==> config.mk <==
export PLATFORM = sky130hd
export DESIGN_NAME = coolgirl_cpu_bus_master
export DESIGN_NICKNAME = d
export VERILOG_FILES = /design/src/rtl/coolgirl_cpu_bus_master_pkg.sv /design/src/rtl/coolgirl_cpu_bus_master_timer.sv /design/src/rtl/coolgirl_cpu_bus_master.sv
export SDC_FILE = /design/constraint.sdc
export NUM_CORES = 1
export LEC_CHECK = 0
export CAP_MARGIN = 10
export CORE_ASPECT_RATIO = 0.6
export CORE_MARGIN = 4
export CORE_UTILIZATION = 56
export DETAILED_ROUTE_END_ITERATION = 7
export PLACE_DENSITY = 0.91
export SYNTH_ARGS = -nofsm -noshare
export SYNTH_HDL_FRONTEND = slang
export SYNTH_HIERARCHICAL = 1
export SYNTH_SLANG_ARGS = --single-unit
==> constraint.sdc <==
create_clock -name clk -period 7.22 [get_ports clk]
set_input_delay 1.444 -clock clk [delete_from_list [all_inputs] [get_ports clk]]
set_output_delay 1.444 -clock clk [all_outputs]
set_load 0.05 [all_outputs]
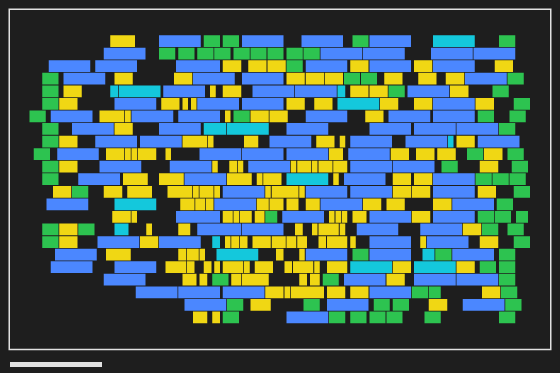
(placement by cell class)
The bar under the picture is 20 µm long.
| class | color | cells | share of their area |
|---|---|---|---|
| registers | blue | 97 | 49% |
| remaining logic cells | yellow | 164 | 30% |
| remaining buffers and delay cells | green | 76 | 15% |
| clock drivers and dummy loads | cyan | 16 | 5.6% |
Seq area share: 48.4%
Core Box Area: 6790 µm²
final instance area: 5020 µm²
FP Rows: 23

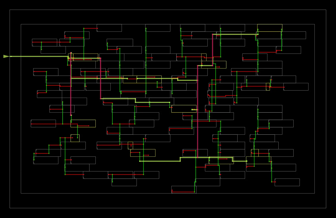
(clock wiring as the flow saved it)
TritonCTS Sinks: 97
cts bufs inserted: 9

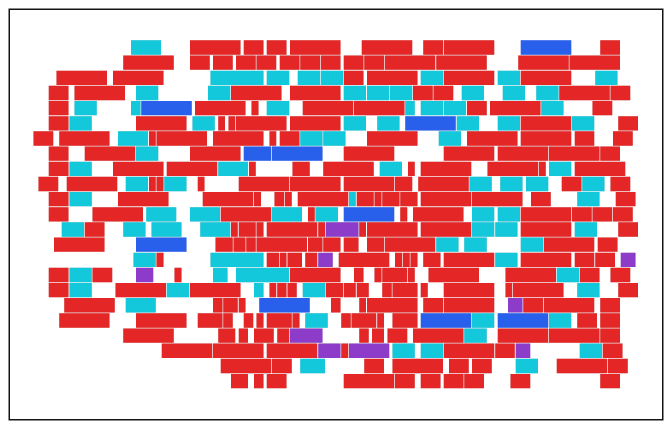
(cells by drive strength)
| size | color | cells | share |
|---|---|---|---|
| x6 and larger | blue | 10 | 2.8% |
| x1 and smaller | red | 248 | 70% |
| x2 | cyan | 86 | 24% |
| x3 and x4 | purple | 9 | 2.5% |
bufs w/o clock: 76
Layout area overhead: 26.0%

==> impl_metrics.py <==
# Generated from Yosys and OpenROAD reports
metrics = {
    "status": {
        "outcome": "complete, no violations",
    },
    "setup_path": {
        "path_depth": 9,
        "cp_cell_sequence": "clkdlybuf4s50_1, o22ai_1, o21ai_0, and4_1, buf_4, nand2b_1, o21a_1, inv_1, a41oi_1",
        "slowest_delay_ns": 0.70,
        "cp-start-kind": "input port",
    },
    "logic_synthesis": {
        "ys.flops": 97,
        "mux_share_pct": 18.6,
        "simple_gate_area_share_pct": 7.15,
        "edf_count": 0,
        "syn_area_per_cell_um2": 14.6,
        "ys_cells": 273,
        "syn_nets": 316,
    },
    "routing": {
        "m1WireLength_mm": 3.56,
        "wl_met3_um": 520,
        "dr_wl_met2_mm": 3.76,
        "drt_iter0_drc": 181,
    },
    "pwr": {
        "vdd_drop_max_uv": 181,
        "p_per_area_nw_per_um2": 409,
    },
    "final_layout": {
        "comb_share_pct": 28.2,
        "flops": 97,
        "nets": 391,
    },
    "floorplan": {
        "die_h_um": 73.4,
        "die_x_um": 117,
        "ioPinCount": 75,
        "die-area_um2": 8580,
    },
    "timing": {
        "hold_violations": 0,
        "hold_ws_ns": 0.498,
        "tns_ns": 0,
    },
    "grt": {
        "grt_max_degree": 77,
        "antenna_found_initial": 0,
    },
    "place": {
        "dp_hpwl_mm": 5.41,
    },
    "clock_network": {
        "ctsHoldBuffers": 0,
        "cts_resized": 0,
    },
}
No activity file was given, so power comes from the tool's default toggle rates.
